$ cat src/rtl/dmem_arbiter.sv
// Two-requester (core C, debug D) arbiter for a single-port data memory.
// IDLE grants one access combinationally; RESP returns the registered memory response.
module dmem_arbiter #(
  parameter int ADDR_W = 32,
  parameter int DATA_W = 32,
  parameter int CNT_W  = 16
) (
  input  logic              clk,
  input  logic              reset,
  input  logic              c_req,
  input  logic              c_we,
  input  logic [ADDR_W-1:0] c_addr,
  input  logic [DATA_W-1:0] c_wdata,
  output logic              c_gnt,
  output logic              c_rvalid,
  output logic [DATA_W-1:0] c_rdata,
  output logic              c_stall,
  input  logic              d_req,
  input  logic              d_we,
  input  logic [ADDR_W-1:0] d_addr,
  input  logic [DATA_W-1:0] d_wdata,
  output logic              d_gnt,
  output logic              d_rvalid,
  output logic [DATA_W-1:0] d_rdata,
  output logic              m_en,
  output logic              m_we,
  output logic [ADDR_W-1:0] m_addr,
  output logic [DATA_W-1:0] m_wdata,
  input  logic [DATA_W-1:0] m_rdata,
  output logic [CNT_W-1:0]  conflicts
);

  typedef enum logic {IDLE, RESP} state_t;

  state_t             state_q, state_d;
  logic               owner_q, owner_d;   // 0 = core, 1 = debug
  logic               last_q, last_d;     // most recent winner, same encoding
  logic               wr_q, wr_d;         // owner's access was a store
  logic [CNT_W-1:0]   conflicts_q, conflicts_d;
  logic               c_win, d_win;

  function automatic logic [CNT_W-1:0] sat_inc(input logic [CNT_W-1:0] v);
    return (&v) ? v : v + 1'b1;
  endfunction

  always_ff @(posedge clk or posedge reset) begin
    if (reset) begin
      state_q     <= IDLE;
      owner_q     <= 1'b0;
      last_q      <= 1'b1;
      wr_q        <= 1'b0;
      conflicts_q <= '0;
    end else begin
      state_q     <= state_d;
      owner_q     <= owner_d;
      last_q      <= last_d;
      wr_q        <= wr_d;
      conflicts_q <= conflicts_d;
    end
  end

  always_comb begin
    state_d     = state_q;
    owner_d     = owner_q;
    last_d      = last_q;
    wr_d        = wr_q;
    conflicts_d = conflicts_q;
    c_win       = 1'b0;
    d_win       = 1'b0;
    c_gnt       = 1'b0;
    d_gnt       = 1'b0;
    c_rvalid    = 1'b0;
    d_rvalid    = 1'b0;
    c_rdata     = '0;
    d_rdata     = '0;
    m_en        = 1'b0;
    m_we        = 1'b0;
    m_addr      = '0;
    m_wdata     = '0;
    // Outputs are forced quiet while reset is held, even if requests are high.
    if (!reset) begin
      case (state_q)
        IDLE: begin
          c_win = c_req & (~d_req | last_q);
          d_win = d_req & ~c_win;
          if (c_req & d_req) conflicts_d = sat_inc(conflicts_q);
          if (c_win) begin
            c_gnt   = 1'b1;
            m_en    = 1'b1;
            m_we    = c_we;
            m_addr  = c_addr;
            m_wdata = c_wdata;
            owner_d = 1'b0;
            last_d  = 1'b0;
            wr_d    = c_we;
            state_d = RESP;
          end else if (d_win) begin
            d_gnt   = 1'b1;
            m_en    = 1'b1;
            m_we    = d_we;
            m_addr  = d_addr;
            m_wdata = d_wdata;
            owner_d = 1'b1;
            last_d  = 1'b1;
            wr_d    = d_we;
            state_d = RESP;
          end
        end
        RESP: begin
          if (owner_q) begin
            d_rvalid = 1'b1;
            d_rdata  = wr_q ? '0 : m_rdata;
          end else begin
            c_rvalid = 1'b1;
            c_rdata  = wr_q ? '0 : m_rdata;
          end
          state_d = IDLE;
        end
        default: state_d = IDLE;
      endcase
    end
  end

  assign c_stall   = ~reset & c_req & ~c_rvalid;
  assign conflicts = conflicts_q;

endmodule

$ cat config.mk
export PLATFORM = sky130hd
export DESIGN_NAME = dmem_arbiter
export DESIGN_NICKNAME = d
export VERILOG_FILES = /design/src/rtl/dmem_arbiter.sv
export SDC_FILE = /design/constraint.sdc
export NUM_CORES = 1
export LEC_CHECK = 0
export ABC_AREA = 1
export CAP_MARGIN = 20
export CORE_AREA = 2 2 124 126
export CTS_CLUSTER_SIZE = 24
export DETAILED_ROUTE_END_ITERATION = 16
export DIE_AREA = 0 0 126 128
export PLACE_DENSITY = 0.62
export SYNTH_ARGS = -nofsm -noshare
export SYNTH_HDL_FRONTEND = slang
export SYNTH_SLANG_ARGS = --single-unit
export TNS_END_PERCENT = 1
$ cat constraint.sdc
create_clock -name clk -period 3.5 [get_ports clk]
set_input_delay 0.7 -clock clk [delete_from_list [all_inputs] [get_ports clk]]
set_output_delay 0.7 -clock clk [all_outputs]
set_load 0.1 [all_outputs]
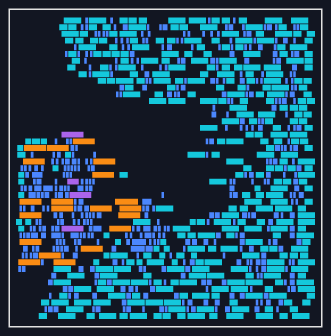
run_1/cell_classes.png
legend:
  other buffers and delay cells:
    colour: cyan
    cells: 326
    share_of_their_area: 62%
  all other logic:
    colour: blue
    cells: 451
    share_of_their_area: 29%
  clock drivers and dummy loads:
    colour: purple
    cells: 4
    share_of_their_area: 1.2%
  flip-flops:
    colour: orange
    cells: 20
    share_of_their_area: 6.9%

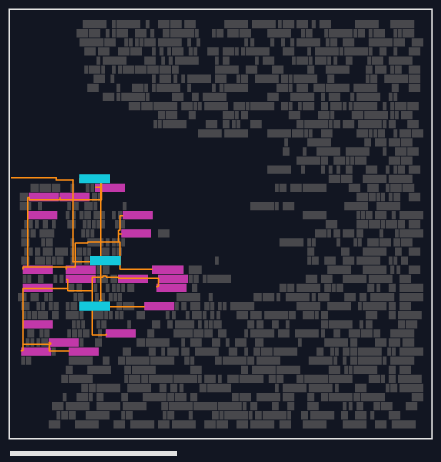
run_1/clock_map.png
Bar = 50 um.
legend:
  cells driving clock nets:
    colour: cyan
    count: 3
  clock wires:
    colour: orange
    length: 342 um
  flip-flops:
    colour: magenta
    count: 20
routed clock nets: 4
clk_lat worst skew: 0.26 ns
clock-net power: 0.000270 W

==> results.sh, run 1 <==
# implementation run metrics
export IMPL_yosysChipArea_um2=2714
export IMPL_drive_gt1_share_pct=37.83
export IMPL_syn_area_um2=2714
export IMPL_whs_path_depth=2
export IMPL_critPathLaunchType="input port"
export IMPL_antenna_found_initial=1
export IMPL_fin_hold_ws_ns=0.5446
export IMPL_synth_simple_area_share_pct=65.47
export IMPL_crit_fanout=50
export IMPL_synth_seq_share_pct=18.49
export IMPL_mux_area_share_pct=0
export IMPL_synth_flops=20
export IMPL_p_total_w=0.002603
export IMPL_cts_setup_buffers=0
export IMPL_dr_pass1_iters=4
export IMPL_place_area_um2=7443
export IMPL_drtAntennaViolNets=0
export IMPL_instances_no_fill=989
export IMPL_worstHoldEndpoint="conflicts[15]"
export IMPL_grt_max_degree=66
export IMPL_crit_path_top_delay_cell="clkdlybuf4s50_1"
export IMPL_ys_warn_count=0
export IMPL_top_area_share_pct=32.92
export IMPL_aoi_share_pct=1.383
export IMPL_netlist_logic_family_top="simple AND/OR/NAND/NOR gates"
export IMPL_worst_path_largest_cell_delay_ns=0.58
export IMPL_fp_dieW_um=126
export IMPL_rows=45
export IMPL_cp_depth=9
export IMPL_cts_max_path_buffers=2
export IMPL_port_buffers=316
export IMPL_p_sw_share_pct=56.97
export IMPL_grt_overflow=0
export IMPL_setup_slack_ns=0.3090
export IMPL_cts_root_buf="clkbuf_16"
export IMPL_gr_usage_met3_pct=3.172
export IMPL_crit_type="input port to output port"
export IMPL_largest_reg_flops=16
export IMPL_cp_cell_sequence="clkdlybuf4s50_1, inv_1, a21oi_2, nand2_1, inv_2, buf_12, nand2_1, nand2_1, buf_12"
export IMPL_pg_seq_w=0.000293
export IMPL_clk_pin_slew_worst_paths_ns=0.06
export IMPL_combPwrFrac_pct=78.4
export IMPL_path_common_cell="nand2_1"
export IMPL_stdcell_area_um2=7532
export IMPL_utilization_pct=50.67
export IMPL_die_y_um=128
export IMPL_grt_use_total_pct=18.29
export IMPL_top_layer_used="met5"
export IMPL_ys_async_sr_fraction_pct=100.0
export IMPL_wl_met2_mm=8.151
export IMPL_wl_per_cell_um=16.07
export IMPL_grt_busiest_layer="met2"
export IMPL_pg_comb_w=0.00204
export IMPL_rrSetupSlack_ns=1.43
export IMPL_grt_first_pass_wirelength_mm=23.15
export IMPL_grt_use_met2_pct=32.23
export IMPL_hold_class="register to register"
export IMPL_netlist_top_cells_count="nand2_1, nor2_1, nand2_2"
export IMPL_timing_rr_start="conflicts[0]"
export IMPL_adder_share_pct=0.4610
export IMPL_coreArea_um2=14860
export IMPL_clockPowerShare_pct=10.4
export IMPL_fmax_ghz=0.3134
export IMPL_leakage_nw=3.315
export IMPL_synthFlopType="dfrtp_1"
export IMPL_io_pins=317
export IMPL_avgSynthCellArea_um2=5.460
export IMPL_status="completed"
export IMPL_r2r_cells=9
export IMPL_chipArea_um2=16130
export IMPL_final_hold_viol_count=0
export IMPL_fp_nets=664
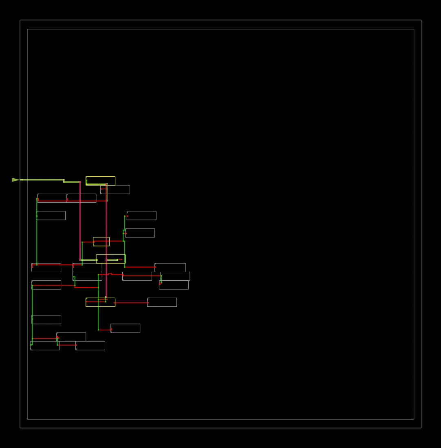
run_1/final_clocks.png
Clock Skew: 0.003233 ns
Sink Count: 20

run 1: final cells by class:
type                            count  area [um^2]  area share (%)
Timing Repair Buffer              326         4554           60.47
Multi-Input combinational cell    420         2031           26.96
Sequential cell                    20        501.7           6.661
Clock buffer                        4        88.84           1.179
Inverter                           31        121.4           1.611
Tap cell                          188        235.2           3.123
run 1: layout by cell type, fill, tap and decap left out, drive strengths merged:
| cell | instances |
|---|---|
| buf | 159 |
| nand3b | 1 |
| ha | 1 |
| inv | 30 |
| dfrtp | 19 |
| clkdlybuf4s50 | 167 |
| xor2 | 2 |
| clkbuf | 4 |
| nor2 | 82 |
| nand4 | 4 |
| xnor2 | 1 |
| o21ai | 5 |
| dfstp | 1 |
| a21oi | 1 |
| nor3 | 4 |
| nand3 | 23 |
| clkinv | 1 |
| nand2 | 296 |
## Run 2: what changed since run 1
--- a/config.mk
+++ b/config.mk
@@ -8,3 +8,2 @@
 export ABC_AREA = 1
-export CAP_MARGIN = 20
 export CORE_AREA = 2 2 124 126
@@ -14,2 +13,3 @@
 export PLACE_DENSITY = 0.62
+export RECOVER_POWER = 25
 export SYNTH_ARGS = -nofsm -noshare
==> constraint.sdc (replaced) <==
create_clock -name clk -period 3.5 [get_ports clk]
set_input_delay 0.525 -clock clk [delete_from_list [all_inputs] [get_ports clk]]
set_output_delay 0.525 -clock clk [all_outputs]
set_load 0.1 [all_outputs]
==> run 2 against run 1 <==
- the run now ends with max-capacitance violations, max-slew violations left
- global-route usage increased by 0.55 points
- core utilization increased by 0.15 points
- sequential power about the same
- register-to-register slack got worse by 0.53 ns
- cell area increased by 0.30%
- clock skew increased by 0.0012 ns
- first-iteration DRC count decreased by 6.5%
- via count increased by 0.40%
- cell count increased by 0.71%
- critical path type unchanged
==> results.sh, run 2 <==
# implementation run metrics
export IMPL_gr_usage_met3_pct=4.132
export IMPL_status="finished with violations"
export IMPL_synthFlopType="dfrtp_1"
export IMPL_critPathLaunchType="input port"
export IMPL_ys_async_sr_fraction_pct=100.0
export IMPL_grt_busiest_layer="met2"
export IMPL_fp_nets=664
export IMPL_synth_simple_area_share_pct=65.47
export IMPL_p_sw_share_pct=55.70
export IMPL_leakage_nw=3.312
export IMPL_crit_path_top_delay_cell="dlygate4sd3_1"
export IMPL_adder_share_pct=0.4610
export IMPL_wl_met2_mm=8.325
export IMPL_place_area_um2=7483
export IMPL_top_area_share_pct=32.92
export IMPL_aoi_share_pct=1.383
export IMPL_cts_setup_buffers=0
export IMPL_p_total_w=0.002640
export IMPL_fin_hold_ws_ns=0.5161
export IMPL_port_buffers=316
export IMPL_antenna_found_initial=1
export IMPL_grt_use_total_pct=18.84
export IMPL_cp_depth=10
export IMPL_synth_seq_share_pct=18.49
export IMPL_whs_path_depth=2
export IMPL_ys_warn_count=0
export IMPL_final_cell_mix="nand2_1, clkdlybuf4s50_1, buf_12"
export IMPL_io_pins=317
export IMPL_fin_worst_skew_ns=0.004419
export IMPL_grt_use_met2_pct=34.22
export IMPL_yosysChipArea_um2=2714
export IMPL_wl_per_cell_um=16.16
export IMPL_slew_viol_final=25
export IMPL_die_y_um=128
export IMPL_hold_class="register to register"
export IMPL_clk_pin_slew_worst_paths_ns=0.06
export IMPL_pg_seq_w=0.000290
export IMPL_rrSetupSlack_ns=0.90
export IMPL_cts_max_path_buffers=2
export IMPL_grt_first_pass_wirelength_mm=23.60
export IMPL_setup_slack_ns=0.3911
export IMPL_drive_gt1_share_pct=35.02
export IMPL_violations="max-capacitance violations, max-slew violations"
export IMPL_drtAntennaViolNets=0
export IMPL_fp_dieW_um=126
export IMPL_worstHoldEndpoint="last_q"
export IMPL_clockPowerShare_pct=12.0
export IMPL_grt_max_degree=66
export IMPL_crit_fanout=21
export IMPL_netlist_top_cells_count="nand2_1, nor2_1, nand2_2"
export IMPL_final_hold_viol_count=0
export IMPL_fmax_ghz=0.3217
export IMPL_layout_top_cell="nand2_1"
export IMPL_rows=45
export IMPL_mux_area_share_pct=0
export IMPL_maxCapViolations=1
export IMPL_clock_sinks=20
export IMPL_worst_path_largest_cell_delay_ns=0.62
export IMPL_synth_flops=20
export IMPL_crit_type="input port to output port"
export IMPL_cts_root_buf="clkbuf_16"
export IMPL_netlist_logic_family_top="simple AND/OR/NAND/NOR gates"
export IMPL_cp_cell_sequence="dlygate4sd3_1, nor2_1, o21ai_2, clkinv_4, nand2_4, inv_2, buf_4, nand2_2, nand2_1, buf_12"
export IMPL_combPwrFrac_pct=77.0
export IMPL_dr_pass1_iters=4
export IMPL_top_layer_used="met5"
-- run 2: cell counts after synthesis --
No cell type changed its count.
-- run 2: worst register-to-register path: cells and delay by family (launching register included) --
kind / cells / cell delay [ns]
and+or+nand+nor: 8 / 1.84
DFF: 1 / 0.41
adders and majority gates: 1 / 0.25
-- run 2: layout make-up --
class                   instances  area [um^2]  share of cell area, %
repair buffers                333         4602                  60.91
multi-input cells             420         1989                  26.33
flip-flops and latches         20        501.7                  6.641
well taps                     188        235.2                  3.114
inverters                      31        121.4                  1.606
clock buffers                   3        75.07                 0.9937
clock inverters                 1        30.03                 0.3975
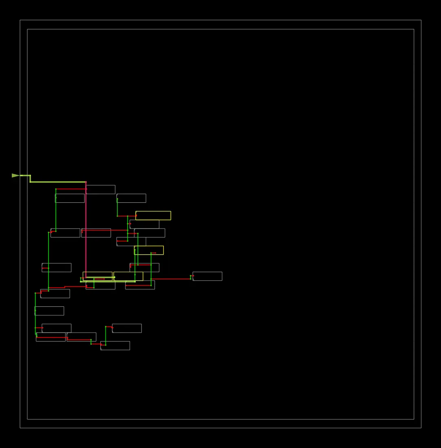
run_2/final_clocks.png
CLK BUF: 3
clk_lat worst skew: 0.25 ns
clock-net power: 0.000317 W
Flops: 20
TritonCTS Buffers: 3

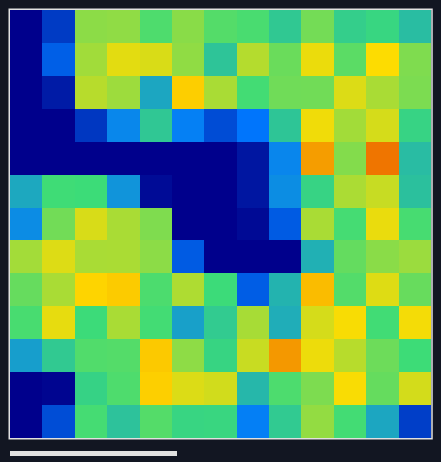
run_2/density.png
Bar = 50 um. The die is cut into 13 by 13 equal tiles; dark blue is low, red is high, 0 to 100% covered.
nearly empty tiles: 13%
emptiest ninth of the die: middle
mean over tiles: 45%
fullest tile: 87%
post-layout util: 50.82%
starting density of the core: 18.26%
core box area: 14860 um^2

Power and IR drop assume default switching activity.
